### Power grid, run 1

Pins as bars on the die edge. Tap cells in gray.
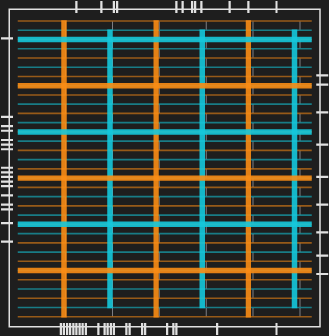
### Cells colored by class, run 1

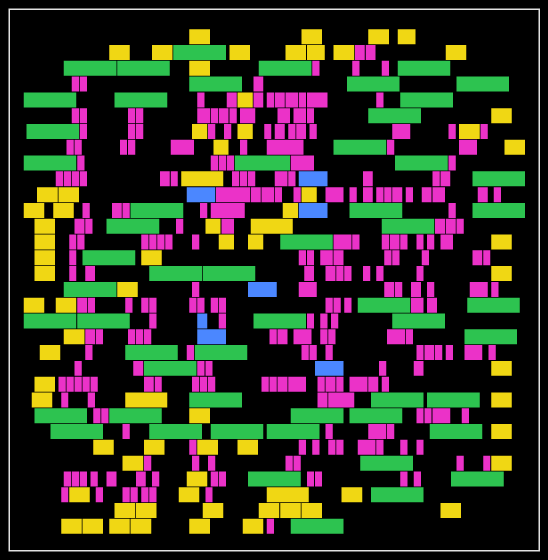
### Clock distribution, run 1

Bar = 20 um.
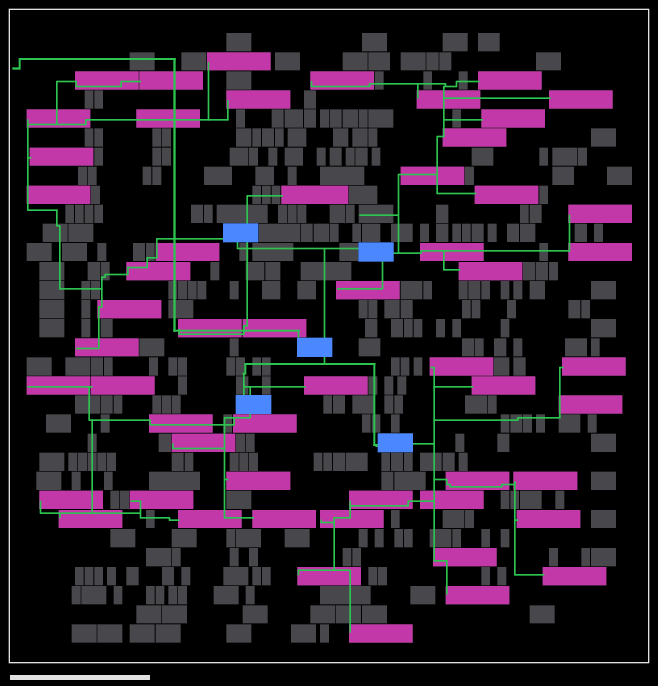
<file path="src/rtl/output_sram_writer_if.sv">
// Output SRAM writer bus.
// Groups the result stream from the compute pipeline with the output SRAM write port.
//   res_valid / res_data / mat_last : result stream, driven by the producer
//   res_ready                       : writer accepts a result this cycle
//   output_sram_write_*             : write strobe, address and data toward the SRAM
// Modports:
//   master : producer / test side
//   slave  : the writer
// Handshake: a result transfers on a rising clk edge where res_valid and res_ready are both 1.
// mat_last is only meaningful while res_valid is 1. The producer may change
// res_data/mat_last freely while res_valid is 0.
interface output_sram_writer_if #(
   parameter int ADDRW = 12,
   parameter int DATAW = 16,
   parameter int RESW  = 20
);
   logic              res_valid;
   logic [RESW-1:0]   res_data;
   logic              mat_last;
   logic              res_ready;
   logic              output_sram_write_enable;
   logic [ADDRW-1:0]  output_sram_write_addresss;
   logic [DATAW-1:0]  output_sram_write_data;

   modport master (
      output res_valid, res_data, mat_last,
      input  res_ready,
      input  output_sram_write_enable, output_sram_write_addresss, output_sram_write_data
   );

   modport slave (
      input  res_valid, res_data, mat_last,
      output res_ready,
      output output_sram_write_enable, output_sram_write_addresss, output_sram_write_data
   );
endinterface

</file>
<file path="src/rtl/output_sram_writer.sv">
// Output SRAM writer.
// Takes signed max-pool results and saturates each one to int8. It packs two results per
// 16-bit word, with the first result in the low byte. Words are written to consecutive
// SRAM addresses.
// Ports:
//   clk       : clock, rising edge
//   reset_b   : asynchronous reset, active high (1 = in reset)
//   start     : one-cycle pulse, begins a run and clears the address counter
//   finish    : one-cycle pulse, no more results in this run
//   busy      : run in progress (LOW, HIGH, DRAIN)
//   done      : one-cycle pulse after the final write of a run
//   state_dbg : current FSM state encoding
//   bus       : result stream and SRAM write port (slave side)
// An odd-length matrix (mat_last in LOW) is padded with a zero high byte.
module output_sram_writer #(
   parameter int ADDRW = 12,
   parameter int DATAW = 16,
   parameter int RESW  = 20
) (
   input  logic                   clk,
   input  logic                   reset_b,
   input  logic                   start,
   input  logic                   finish,
   output logic                   busy,
   output logic                   done,
   output logic [2:0]             state_dbg,
   output_sram_writer_if.slave    bus
);

   typedef enum logic [2:0] {
      IDLE  = 3'd0,
      LOW   = 3'd1,   // no byte held
      HIGH  = 3'd2,   // low byte held in low_q
      DRAIN = 3'd3,
      DONE  = 3'd4
   } state_t;

   localparam logic signed [RESW-1:0] SAT_MAX = RESW'(127);
   localparam logic signed [RESW-1:0] SAT_MIN = -RESW'(128);

   state_t             state;
   logic [ADDRW-1:0]   addr_cnt;
   logic [7:0]         low_q;
   logic               we_q;
   logic [ADDRW-1:0]   wr_addr_q;
   logic [DATAW-1:0]   wr_data_q;
   logic               ready_q;
   logic               busy_q;
   logic               done_q;
   logic [7:0]         sat_byte;
   logic               accept;

   always_comb begin
      sat_byte = bus.res_data[7:0];
      if ($signed(bus.res_data) > SAT_MAX) begin
         sat_byte = 8'h7F;
      end else if ($signed(bus.res_data) < SAT_MIN) begin
         sat_byte = 8'h80;
      end
   end

   // res_ready is only ever 1 in LOW/HIGH, so accept never fires elsewhere
   assign accept = bus.res_valid & ready_q;

   always_ff @(posedge clk or posedge reset_b) begin
      if (reset_b) begin
         state     <= IDLE;
         addr_cnt  <= '0;
         low_q     <= '0;
         we_q      <= 1'b0;
         wr_addr_q <= '0;
         wr_data_q <= '0;
         ready_q   <= 1'b0;
         busy_q    <= 1'b0;
         done_q    <= 1'b0;
      end else begin
         // Write strobe and done are single-cycle pulses. Data is zero whenever there is no write.
         we_q      <= 1'b0;
         wr_data_q <= '0;
         done_q    <= 1'b0;
         case (state)
            IDLE: begin
               if (start) begin
                  state    <= LOW;
                  addr_cnt <= '0;
                  low_q    <= '0;
                  ready_q  <= 1'b1;
                  busy_q   <= 1'b1;
               end
            end
            LOW: begin
               if (accept) begin
                  // finish together with an accept closes the matrix like mat_last
                  if (bus.mat_last || finish) begin
                     we_q      <= 1'b1;
                     wr_data_q <= {8'h00, sat_byte};
                     wr_addr_q <= addr_cnt;
                     addr_cnt  <= addr_cnt + ADDRW'(1);
                  end else begin
                     low_q <= sat_byte;
                     state <= HIGH;
                  end
               end
               if (finish) begin
                  state   <= DRAIN;
                  ready_q <= 1'b0;
               end
            end
            HIGH: begin
               if (accept) begin
                  we_q      <= 1'b1;
                  wr_data_q <= {sat_byte, low_q};
                  wr_addr_q <= addr_cnt;
                  addr_cnt  <= addr_cnt + ADDRW'(1);
                  state     <= LOW;
               end else if (finish) begin
                  // flush the held byte as a padded word
                  we_q      <= 1'b1;
                  wr_data_q <= {8'h00, low_q};
                  wr_addr_q <= addr_cnt;
                  addr_cnt  <= addr_cnt + ADDRW'(1);
               end
               if (finish) begin
                  state   <= DRAIN;
                  ready_q <= 1'b0;
               end
            end
            DRAIN: begin
               // The only write that can be pending is the one strobing this cycle.
               // It completes at this edge, so DRAIN always lasts exactly one cycle.
               state  <= DONE;
               busy_q <= 1'b0;
               done_q <= 1'b1;
            end
            DONE: begin
               state <= IDLE;
            end
            default: begin
               state <= IDLE;
            end
         endcase
      end
   end

   assign bus.res_ready                  = ready_q;
   assign bus.output_sram_write_enable   = we_q;
   assign bus.output_sram_write_addresss = wr_addr_q;
   assign bus.output_sram_write_data     = wr_data_q;
   assign busy                           = busy_q;
   assign done                           = done_q;
   assign state_dbg                      = state;

endmodule

</file>
<file path="src/flat_wrapper.sv">
// flat-port wrapper written by rule: the top's interface ports become plain ports
module output_sram_writer_flat 
#(
   parameter int ADDRW = 12,
   parameter int DATAW = 16,
   parameter int RESW  = 20
)
  (clk, reset_b, start, finish, busy, done, state_dbg, bus_res_valid, bus_res_data, bus_mat_last, bus_res_ready, bus_output_sram_write_enable, bus_output_sram_write_addresss, bus_output_sram_write_data);
  output_sram_writer_if #(.ADDRW(ADDRW), .DATAW(DATAW), .RESW(RESW)) bus_i ();
  input  logic clk;
  input  logic reset_b;
  input  logic start;
  input  logic finish;
  output logic busy;
  output logic done;
  output logic [2:0] state_dbg;
  input wire logic [$bits(bus_i.res_valid)-1:0] bus_res_valid;
  input wire logic [$bits(bus_i.res_data)-1:0] bus_res_data;
  input wire logic [$bits(bus_i.mat_last)-1:0] bus_mat_last;
  output wire logic [$bits(bus_i.res_ready)-1:0] bus_res_ready;
  output wire logic [$bits(bus_i.output_sram_write_enable)-1:0] bus_output_sram_write_enable;
  output wire logic [$bits(bus_i.output_sram_write_addresss)-1:0] bus_output_sram_write_addresss;
  output wire logic [$bits(bus_i.output_sram_write_data)-1:0] bus_output_sram_write_data;
  assign bus_i.res_valid = bus_res_valid;
  assign bus_i.res_data = bus_res_data;
  assign bus_i.mat_last = bus_mat_last;
  assign bus_res_ready = bus_i.res_ready;
  assign bus_output_sram_write_enable = bus_i.output_sram_write_enable;
  assign bus_output_sram_write_addresss = bus_i.output_sram_write_addresss;
  assign bus_output_sram_write_data = bus_i.output_sram_write_data;
  output_sram_writer #(.ADDRW(ADDRW), .DATAW(DATAW), .RESW(RESW)) u_core (.clk(clk), .reset_b(reset_b), .start(start), .finish(finish), .busy(busy), .done(done), .state_dbg(state_dbg), .bus(bus_i));
endmodule
</file>
<file path="config.mk">
export PLATFORM = sky130hd
export DESIGN_NAME = output_sram_writer_flat
export DESIGN_NICKNAME = d
export VERILOG_FILES = /design/src/rtl/output_sram_writer_if.sv /design/src/rtl/output_sram_writer.sv /design/src/flat_wrapper.sv
export SDC_FILE = /design/constraint.sdc
export NUM_CORES = 1
export LEC_CHECK = 0
export ABC_AREA = 1
export CAP_MARGIN = 0
export CELL_PAD_IN_SITES_DETAIL_PLACEMENT = 0
export CELL_PAD_IN_SITES_GLOBAL_PLACEMENT = 1
export CORE_AREA = 2 2 89 91
export DETAILED_ROUTE_END_ITERATION = 7
export DIE_AREA = 0 0 91 93
export GPL_ROUTABILITY_DRIVEN = 0
export PLACE_DENSITY_LB_ADDON = 0.1
export SLEW_MARGIN = 5
export SYNTH_ARGS = -nofsm -noshare
export SYNTH_HDL_FRONTEND = slang
export SYNTH_SLANG_ARGS = --single-unit
</file>
<file path="constraint.sdc">
create_clock -name clk -period 1.8 [get_ports clk]
set_input_delay 0.36 -clock clk [delete_from_list [all_inputs] [get_ports clk]]
set_output_delay 0.36 -clock clk [all_outputs]
set_load 0.02 [all_outputs]
</file>
==> summary.txt, run 1 <==
Figures from the flow reports.

Status:
- The run finished with clean final reports.

Drt:
- The run gives the starting DRC count in detailed routing as 109.
- The run gives the number of DRC violations after detailed routing as 0.
- The run puts the met2 layer wire length in the routed design at 2960 um.
- The run puts the detailed route wirelength on metal3 at 224 um.
- The run gives the total wire length as 6050 um.
- The pre-antenna-repair detailed-routing pass consisted of 4 iterations.
- The run puts the detailed-routing wirelength on met1 at 2810 um.
- Routed signal wires occupy layers up through met4.
- Once detail routing completed, the nets flagged for antenna violations numbered 0.
- The run gives the average routed wire per standard cell as 12.1 um.
- The run gives the total via count after detailed routing as 2266.

Floorplan:
- The run gives the number of top-level design ports as 61.
- The run puts the die span in y at 93 um.
- The run gives the standard cell core area as 7530 um^2.
- The initialized floorplan defines 32 standard-cell rows.
- The run gives the chip area as 8460 um^2.
- The run gives the initial core utilization as 34.8%.
- The run puts the well tap count at 102.
- The run puts the die boundary width at 91 um.

Power:
- In the power breakdown, the internal column shows 2.42 mW.
- The run puts the power consumed by the clock network at 0.700 mW.
- The run puts the power attributed to sequential cells at 1.60 mW.
- The run gives the highest-power group as combinational logic.
- The run gives the share of power burned in registers as 39.4%.
- The run gives the total power divided by cell area as 1150 nW/um^2.
- The run gives the largest vdd supply drop as 0.000631 V.
- The share of total power dissipated in combinational logic is 43.3%.
- The run gives the clock group share of total power as 17.2%.
- The run gives the proportion of total power due to net switching as 40.4%.

Finish:
- The run puts the number of clock-tree buffers in the layout at 6.
- The run puts the number of sequential cells in the layout at 55.
- The biggest slice of the area belongs to registers.
- The run gives the area of all sequential standard cells as 1380 um^2.
- The run gives the proportion of final cell area spent on non-clock buffers as 21.1%.
- Leaving out the clock tree, the finished layout contains a buffer count of 73.
- The run puts the number of fill cells at 792.
- The run gives the cell area after layout as 3540 um^2.
- The run puts the share of final-layout standard cells stronger than drive strength 1 at 11.6%.
- By instance count after routing, the leading logic cell types are sky130_fd_sc_hd__nand2_1, sky130_fd_sc_hd__clkdlybuf4s50_1, sky130_fd_sc_hd__dfrtp_1.
- The run puts the number of flip-flops in the largest register at 16.
- The run gives the post-route core utilization as 47.1%.
- The repair_antennas step left the layout with diodes totalling 0.
- The run gives the area of the multi-input gates as 1100 um^2.
- The run gives the most frequent logic cell in the layout as sky130_fd_sc_hd__nand2_1.
- Multi-input logic gates represent a cell area share of 31.2%.
- The run gives the non-clock inverter count in the final layout as 25.
- Excluding fillers, the count of instances in the completed layout stands at 498.
- The run puts the synthesis-to-finish area growth at 35.2%.

Global route:
- The global routing report lists met3 layer usage as 2.66%.
- The run gives the first-pass GRT wire length as 11000 um.
- Per the GRT congestion report, total overflow comes to 0.
- The run gives the most used routing layer in global routing as met2.
- The run puts the via count of the first global-routing pass at 2364.
- The run gives the largest net degree at the start of global routing as 56.
- The run gives the global router's overall resource usage as 15.9%.
- In the global route stage, met1 resource usage came out at 20.0%.
- The run puts the met2 routing resource usage after global routing at 27.9%.

Setup path:
- Counting cells, the worst reg-to-reg path comes to 6.
- The run puts the delay of the slowest cell on the worst path at 0.62 ns.
- The run gives the critical path depth as 1.
- The report shows a maximum critical-path fanout of 6.
- The run gives the count of buffering cells on the critical path with inverters included as 1.
- The run gives the kind of cell with the highest combined delay on the critical path as buffers and inverters.
- The worst setup path is launched from a register.
- The data arrival time reported for the critical path is 1.38 ns.
- The worst setup path is captured at an output pin.
- The cell sequence reported for the critical path is clkdlybuf4s50_1.
- The required time at the worst endpoint is listed as 1.44 ns.
- The slowest stage of the critical path belongs to the cell sky130_fd_sc_hd__clkdlybuf4s50_1.

Yosys:
- Summed over all instances, the cell type with the most area after synthesis is sky130_fd_sc_hd__dfrtp_1.
- The run puts the post-synthesis chip area from yosys at 2620 um^2.
- Of the post-synthesis cell area, the dominant cell type holds 52.5%.
- The post-synth register bit count is 55.
- In this run, the synthesized area fraction spent on AND-OR/OR-AND gates is recorded as 7.98%.
- The run gives the most frequent cell after synthesis as sky130_fd_sc_hd__nand2_1.
- The run gives the gate count of the mapped netlist as 321.
- The run puts the area fraction in full adders, half adders and majority gates at 0.478%.
- The run puts the count of unique library cells instantiated by Yosys at 28.
- The run gives the prevailing post-synth register cell as sky130_fd_sc_hd__dfrtp_1.
- Yosys attributes the largest share of cell area to sky130_fd_sc_hd__dfrtp_1, sky130_fd_sc_hd__nand2_1, sky130_fd_sc_hd__nand3_1.
- After synthesis, the most frequently instantiated cells are sky130_fd_sc_hd__nand2_1, sky130_fd_sc_hd__dfrtp_1, sky130_fd_sc_hd__nand3_1, sky130_fd_sc_hd__nor2_1, sky130_fd_sc_hd__inv_1.
- In this run the mean area of a mapped cell was 8.16 um^2.
- The Yosys step of the flow raised 0 warnings.
- The run puts the number of enable-type register cells in the synthesized netlist at 0.
- The run gives the post-synthesis async set-or-reset flop share as 100%.
- The run gives the cell total in the yosys stat output as 321.

Placed design:
- The run puts the setup slack after placement at -0.0754 ns.
- After detailed placement, the total cell area comes to 3460 um^2.
- The run puts the number of placed instances, taps included at 491.
- The run puts the number of input and output port buffers inserted at 60.

Final timing:
- The smallest clock period supported by the final layout is computed as 1.74 ns.
- The run puts the relative slew slack at 71.3%.
- The run gives the final clock period utilization by the worst path as 96.5%.
- The run puts the tightest hold margin at 0.417 ns.
- Adding up every negative setup slack in the final design gives 0 ns.
- Per the final timing report, the hold violations number 0.
- Setup repair after global routing left no endpoint under its margin.
- The run puts the worst clock skew on the final layout at 0.0112 ns.
- For the pin with the worst max-slew slack, the measured transition is 0.429 ns.
- The run puts the max-slew violation count at 0.
- The run puts the post-route worst setup slack at 0.0624 ns.
- In this build the clock could be raised as far as 0.575 GHz.

Job:
- The run gives the number of logged tool warnings as 26.
- The number of maximum-capacitance violations recorded for the run is 0.

Clock tree:
- The run puts the latest clock arrival within the worst-skew pair at 0.31 ns.
- The run gives the cell at the root of the clock tree as sky130_fd_sc_hd__clkbuf_8.
- The H-tree was split into 2 levels.
- Post-CTS repair ended up resizing 3 cells.
- The run gives the buffer depth of the longest clock path as 2.
- CTS saw 55 sinks.
- After clock tree synthesis, the clock-pin slew on the worst setup and hold paths is 0.10 ns.
- Hold repair after CTS inserted 0 buffers.
- The run gives the CTS buffer count as 5.
- The run gives the number of setup buffers added after CTS as 0.

Min path:
- The worst hold path belongs to the class in2async.
-- 'Power grid' (at the start) --
VSS -> orange
VDD -> cyan
rows = 32
met5 straps = 6
signal pins = 61
met4 straps = 6

-- 'Cells colored by class' (at the start) --
all other logic -> magenta  # cells 261
clock drivers and dummy loads -> blue  # cells 7
flops -> green  # cells 55
other buffers and delay cells -> yellow  # cells 73

-- 'Clock distribution' (at the start) --
flip-flops -> magenta  # count 55
cells driving clock nets -> blue  # count 5
clock wires -> green  # length 737 um
flops lie = widely spread
routed clock nets = 6

[run 1: worst paths after layout]
path	from	endpoint	slack, ns
min in group clk	u_core.bus.output_sram_write_addresss[1]$_DFFE_PP0P_	u_core.bus.output_sram_write_addresss[1]$_DFFE_PP0P_	0.48
max in group asynchronous	reset_b	u_core.state_dbg[1]$_DFFE_PP0P_	1.13
worst min register to register	u_core.bus.output_sram_write_addresss[1]$_DFFE_PP0P_	u_core.bus.output_sram_write_addresss[1]$_DFFE_PP0P_	0.48
worst max register to register	u_core.state_dbg[0]$_DFFE_PP0P_	u_core.addr_cnt[10]$_DFFE_PP0P_	0.22
worst max-delay path	u_core.state_dbg[1]$_DFFE_PP0P_	state_dbg[1]	0.06
worst min-delay path	reset_b	u_core.bus.output_sram_write_addresss[5]$_DFFE_PP0P_	0.42
### Routed metal, one color a layer, run 1

Bar = 20 um.
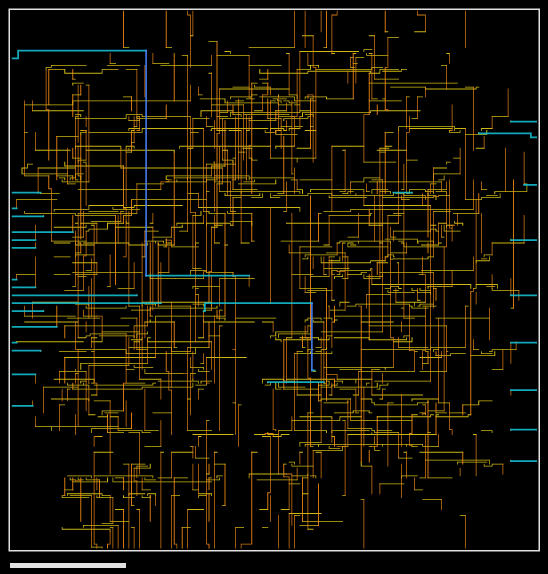

## Run 2: what changed since run 1
Settings changed: SKIP_CTS_REPAIR_TIMING set to 1.
### Routed metal, one color a layer, run 2

Bar = 20 um.
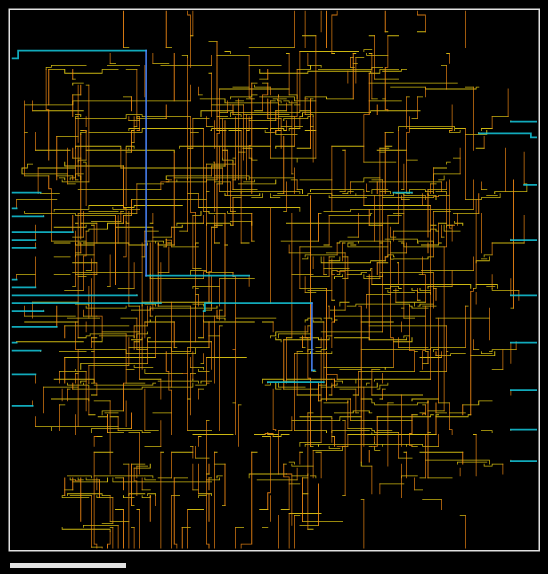
met1 -> yellow  # wire length 2800 um
met3 -> cyan  # wire length 225 um
met4 -> blue  # wire length 50.3 um
met2 -> orange  # wire length 2960 um

==> run 2 against run 1 <==
Utilization rose by 0.067 points. First-iteration DRC count shrank 0.92%. Die area stayed put. Count of clock-buffer cells in the layout unchanged. Register-to-register slack better by 0.03 ns. Worst setup slack hardly changed. Non-clock buffer count stayed put. Critical path depth did not move. Synthesized cell count did not move. Fmax hardly changed. Largest power group unchanged.
==> summary.txt, run 2 <==
Figures from the flow reports.

Power:
- The cell internal power dissipation was 2.44 mW (was 2.42 mW).
- The clock group share of total power was 17.2% (about the same).
- The run gives the power attributed to sequential cells as 1.61 mW (was 1.60 mW).
- The run gives the proportion of total power due to net switching as 40.2% (was 40.4%).
- The power consumed by the clock network is 0.700 mW (about the same).
- The share of power burned in registers was 39.4% (about the same).
- The highest-power group is combinational logic (unchanged).
- The run puts the largest vdd supply drop at 0.000631 V (about the same).
- The total power divided by cell area was 1150 nW/um^2 (about the same).
- The run gives the proportion of power drawn by combinational gates as 43.5% (was 43.3%).

Setup path:
- The run puts the critical path depth at 1 (unchanged).
- The run gives the maximum fanout encountered on the critical timing path as 7 (was 6).
- The library cell contributing the largest single delay on the critical path is sky130_fd_sc_hd__clkdlybuf4s50_1 (unchanged).
- The arrival time reported for the critical path endpoint came to 1.38 ns (about the same).
- The kind of cell with the highest combined delay on the critical path is buffers and inverters (unchanged).
- The run gives the endpoint of the worst-slack reg-to-reg timing path as u_core.addr_cnt[10]$_DFFE_PP0P_ (unchanged).
- The launch point of the critical path is u_core.state_dbg[0]$_DFFE_PP0P_ (was u_core.state_dbg[1]$_DFFE_PP0P_).
- The run gives the number of cell instances on the worst register-to-register path as 6 (unchanged).
- The startpoint of the worst register-to-register path is u_core.state_dbg[0]$_DFFE_PP0P_ (unchanged).
- The count of buffering cells on the critical path with inverters included is 1 (unchanged).
- Critical path, cell by cell: clkdlybuf4s50_1 (unchanged).
- The run gives the required time of the critical path as 1.44 ns (about the same).
- The run puts the delay of the slowest cell on the worst path at 0.63 ns (was 0.62 ns).
- The run gives the internal reg-to-reg setup slack as 0.25 ns (was 0.22 ns).
- The run gives the endpoint kind of the worst setup timing path as an output pin (unchanged).
- The critical path launch point type was a register (unchanged).

Clock tree:
- The buffer depth of the longest clock path was 2 (unchanged).
- The latest clock arrival within the worst-skew pair is 0.31 ns (about the same).
- The run gives the CTS buffer count as 5 (unchanged).
- The run puts the clock-pin transition on the worst setup and hold timing paths at 0.10 ns (about the same).
- The run puts the maximum level of the CTS H-tree at 2 (unchanged).

Final timing:
- The post-route worst setup slack came to 0.0628 ns (was 0.0624 ns).
- The max-slew violation count was 0 (unchanged).
- RSZ-0062 raised after global routing: false (unchanged).
- The run puts the final count of hold timing violations at 0 (unchanged).
- The run gives the aggregate negative setup slack as 0 ns (unchanged).
- The final clock period utilization by the worst path is 96.5% (about the same).
- The clock period minus final worst setup slack came to 1.74 ns (about the same).
- The slew at the pin closest to its max-slew limit was 0.429 ns (unchanged).

Drt:
- The run gives the number of nets with antenna violations after routing as 0 (unchanged).
- The run gives the number of DRC violations after detailed routing as 0 (unchanged).
- The run gives the total via count after detailed routing as 2267 (was 2266).
- The met2 layer wire length in the routed design is 2960 um (about the same).
- The top metal layer carrying routed signals was met4 (unchanged).

Global route:
- The run gives the first-pass GRT wire length as 11000 um (unchanged).
- The run puts the met1 usage in global routing at 20.0% (unchanged).
- The run gives the global router's overall resource usage as 15.9% (unchanged).
- The met2 routing resource usage after global routing was 27.9% (unchanged).
- The run puts the met3 track demand over resource at 2.66% (unchanged).
- The run gives the global route total overflow as 0 (unchanged).
- The run puts the largest net degree at the start of global routing at 56 (unchanged).
- The most used routing layer in global routing is met2 (unchanged).

Finish:
- The run puts the number of inserted diodes at 0 (unchanged).
- The run puts the layout buffer count excluding clock buffers at 73 (unchanged).
- The number of clock-tree buffers in the layout came to 6 (unchanged).
- The run gives the share of final-layout standard cells stronger than drive strength 1 as 12.1% (was 11.6%).
- The run puts the non-clock inverter count in the final layout at 25 (unchanged).
- Leading cell types in the layout, fill and taps excluded: sky130_fd_sc_hd__nand2_1, sky130_fd_sc_hd__clkdlybuf4s50_1, sky130_fd_sc_hd__dfrtp_1 (unchanged).
- The number of fill cells was 788 (was 792).
- The run gives the area of the multi-input gates as 1100 um^2 (unchanged).
- The run puts the synthesis-to-finish area growth at 35.4% (was 35.2%).
- The area of all sequential standard cells is 1380 um^2 (about the same).
- The most frequent logic cell in the layout is sky130_fd_sc_hd__nand2_1 (unchanged).
- The run gives the cell class ranked first by area as registers (unchanged).
- The number of sequential cells in the layout came to 55 (unchanged).
- The run gives the fraction of area in multi-input gates as 31.1% (was 31.2%).

Floorplan:
- The total number of placement rows is 32 (unchanged).
- The run gives the initial core utilization as 34.8% (unchanged).
- The run puts the die span in y at 93 um (unchanged).
- The run gives the standard cell core area as 7530 um^2 (unchanged).
- The run gives the chip area as 8460 um^2 (unchanged).
- The run puts the number of top-level design ports at 61 (unchanged).

Placed design:
- The setup slack after placement was -0.0754 ns (unchanged).

Yosys:
- The most frequent cell after synthesis was sky130_fd_sc_hd__nand2_1 (unchanged).
- The run gives the yosys synthesis warning count as 0 (unchanged).
- The number of enable-type register cells in the synthesized netlist came to 0 (unchanged).
- Top cells by area: sky130_fd_sc_hd__dfrtp_1, sky130_fd_sc_hd__nand2_1, sky130_fd_sc_hd__nand3_1 (unchanged).
- The run gives the cell total in the yosys stat output as 321 (unchanged).
- The run gives the gate count of the mapped netlist as 321 (unchanged).
- The run gives the count of unique library cells instantiated by Yosys as 28 (unchanged).
- The run gives the most area-hungry cell type in the Yosys netlist as sky130_fd_sc_hd__dfrtp_1 (unchanged).
- The run gives the number of storage elements in the synthesis netlist as 55 (unchanged).
- The prevailing post-synth register cell is sky130_fd_sc_hd__dfrtp_1 (unchanged).
- Commonest cells post-synth: sky130_fd_sc_hd__nand2_1, sky130_fd_sc_hd__dfrtp_1, sky130_fd_sc_hd__nand3_1, sky130_fd_sc_hd__nor2_1, sky130_fd_sc_hd__inv_1 (unchanged).
- The run puts the post-synthesis chip area from yosys at 2620 um^2 (unchanged).
- The run gives the fraction of synthesized cell area taken by the top area cell type as 52.5% (unchanged).
- The run puts the area fraction in full adders, half adders and majority gates at 0.478% (unchanged).

Status:
- Run status: completed (unchanged).

Min path:
- The worst min-delay path class is in2async (unchanged).

Job:
- The run gives the count of maximum capacitance violations as 0 (unchanged).
- The number of logged tool warnings was 26 (unchanged).
==> run 2: netlist changes by cell type in the layout (fill, tap and decap cells not counted) <==
| cell | previous run | this run |
|---|---|---|
| sky130_fd_sc_hd__clkdlybuf4s50_1 | 58 | 60 |
| sky130_fd_sc_hd__dlygate4sd2_1 | 2 | 0 |
| sky130_fd_sc_hd__dfrtp_1 | 54 | 52 |
| sky130_fd_sc_hd__dfrtp_2 | 1 | 3 |
==> run 2: per-stage QoR <==
step                hold slack, ns  total power [mW]  std cells  area, um^2
global route                 0.436              4.39        498        3550
global placement             0.463              3.43        491        3460
finish                       0.417              4.08        498        3550
floorplan                    0.449              2.73        321        2620
CTS                          0.427              4.14        498        3540
detailed placement           0.464              3.43        491        3460
## Run 3: what changed since run 2
Settings changed: HOLD_SLACK_MARGIN set to 0.06.
### Power grid, run 3

Pins as bars on the die edge. Tap cells in gray.
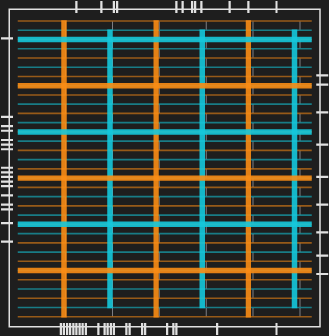
VDD -> cyan
VSS -> orange
met5 straps = 6
met4 straps = 6
signal pins = 61

==> run 3 against run 2 <==
Synthesized area is the same. Non-clock buffer count is the same. Die area is the same. Register-to-register slack is essentially flat.
==> summary.txt, run 3 <==
Figures from the flow reports.

Status:
- Run status: completed (unchanged).

Power:
- The run gives the highest-power group as combinational logic (unchanged).
- The run puts the largest vdd supply drop at 0.000631 V (unchanged).
- The run gives the power attributed to sequential cells as 1.61 mW (about the same).
- The total power divided by cell area came to 1150 nW/um^2 (unchanged).
- The run puts the cell internal power dissipation at 2.44 mW (unchanged).
- The run puts the proportion of power drawn by combinational gates at 43.5% (about the same).
- The run puts the clock group share of total power at 17.2% (about the same).
- The proportion of total power due to net switching came to 40.2% (unchanged).
- The run gives the share of power burned in registers as 39.4% (about the same).

Drt:
- The run puts the number of detailed-route iterations in the first pass at 4 (unchanged).
- The run gives the total via count after detailed routing as 2267 (unchanged).
- The run puts the starting DRC count in detailed routing at 108 (unchanged).
- The detailed-routing wirelength on met1 was 2800 um (unchanged).
- The number of nets with antenna violations after routing came to 0 (unchanged).

Yosys:
- The run puts the post-synthesis chip area from yosys at 2620 um^2 (unchanged).
- The run gives the most area-hungry cell type in the Yosys netlist as sky130_fd_sc_hd__dfrtp_1 (unchanged).
- The run gives the cell total in the yosys stat output as 321 (unchanged).
- The run puts the number of storage elements in the synthesis netlist at 55 (unchanged).
- The fraction of synthesized cell area taken by the top area cell type is 52.5% (unchanged).
- The run gives the compound-gate portion of the synthesized area as 7.98% (unchanged).
- The most frequent cell after synthesis was sky130_fd_sc_hd__nand2_1 (unchanged).
- The count of unique library cells instantiated by Yosys came to 28 (unchanged).

Placed design:
- The run puts the number of input and output port buffers inserted at 60 (unchanged).

Final timing:
- The slew at the pin closest to its max-slew limit came to 0.429 ns (unchanged).
- The post-route worst setup slack came to 0.0628 ns (unchanged).
- The aggregate negative setup slack is 0 ns (unchanged).
- The run gives the upper clock frequency limit as 0.576 GHz (unchanged).

Clock tree:
- The run puts the maximum level of the CTS H-tree at 2 (unchanged).
- The run puts the latest clock arrival within the worst-skew pair at 0.31 ns (about the same).
- The run puts the buffer depth of the longest clock path at 2 (unchanged).

Global route:
- The met3 track demand over resource came to 2.66% (unchanged).
- The run gives the global router's overall resource usage as 15.9% (unchanged).
- The run gives the met1 usage in global routing as 20.0% (unchanged).
- The run puts the via count of the first global-routing pass at 2364 (unchanged).
- The largest net degree at the start of global routing came to 56 (unchanged).
- The run gives the met2 routing resource usage after global routing as 27.9% (unchanged).
- The run puts the global route total overflow at 0 (unchanged).

Finish:
- The run gives the number of flip-flops in the largest register as 16 (unchanged).
- Leading cell types in the layout, fill and taps excluded: sky130_fd_sc_hd__nand2_1, sky130_fd_sc_hd__clkdlybuf4s50_1, sky130_fd_sc_hd__dfrtp_1 (unchanged).
- The run gives the post-route core utilization as 47.1% (unchanged).
- The run gives the area of the multi-input gates as 1100 um^2 (unchanged).
- The post-layout instance count excluding filler cells was 498 (unchanged).
- The run gives the number of inserted diodes as 0 (unchanged).
- The run gives the synthesis-to-finish area growth as 35.4% (unchanged).

Setup path:
- The run gives the endpoint of the worst-slack reg-to-reg timing path as u_core.addr_cnt[10]$_DFFE_PP0P_ (unchanged).
- The run puts the internal reg-to-reg setup slack at 0.25 ns (about the same).
- The critical path endpoint was state_dbg[0] (unchanged).
- The run puts the critical path depth at 1 (unchanged).
- The run puts the count of buffering cells on the critical path with inverters included at 1 (unchanged).
- The arrival time reported for the critical path endpoint came to 1.38 ns (about the same).
- The kind of cell with the highest combined delay on the critical path is buffers and inverters (unchanged).
- The run gives the number of cell instances on the worst register-to-register path as 6 (unchanged).
- The startpoint of the worst register-to-register path was u_core.state_dbg[0]$_DFFE_PP0P_ (unchanged).
- The run puts the delay of the slowest cell on the worst path at 0.63 ns (about the same).
- The run gives the endpoint kind of the worst setup timing path as an output pin (unchanged).

Floorplan:
- The run gives the number of top-level design ports as 61 (unchanged).
- The run puts the standard cell core area at 7530 um^2 (unchanged).
- The run puts the die boundary width at 91 um (unchanged).

Job:
- The run gives the count of maximum capacitance violations as 0 (unchanged).
- The run gives the number of logged tool warnings as 26 (unchanged).

Min path:
- The run gives the worst min-delay path class as in2async (unchanged).
## run 3: cell counts after synthesis
No cell type changed its count.
## run 3: final cells by class
| cell class | count | share of cell area (%) |
|---|---|---|
| Clock inverter | 1 | 0.141 |
| Timing Repair Buffer | 73 | 21.1 |
| Multi-Input combinational cell | 236 | 31.1 |
| Clock buffer | 6 | 2.33 |
| Inverter | 25 | 2.79 |
| Sequential cell | 55 | 38.9 |
| Tap cell | 102 | 3.60 |
## run 3: stage by stage
stage / cell area [um^2] / total power [mW] / hold WS [ns]
CTS: 3540 / 4.14 / 0.427
finish: 3550 / 4.08 / 0.417
global placement: 3460 / 3.43 / 0.463
detailed placement: 3460 / 3.43 / 0.464
floorplan: 2620 / 2.73 / 0.449
global route: 3550 / 4.39 / 0.436
Power figures rest on the tool's default switching activity, not on a simulated workload.
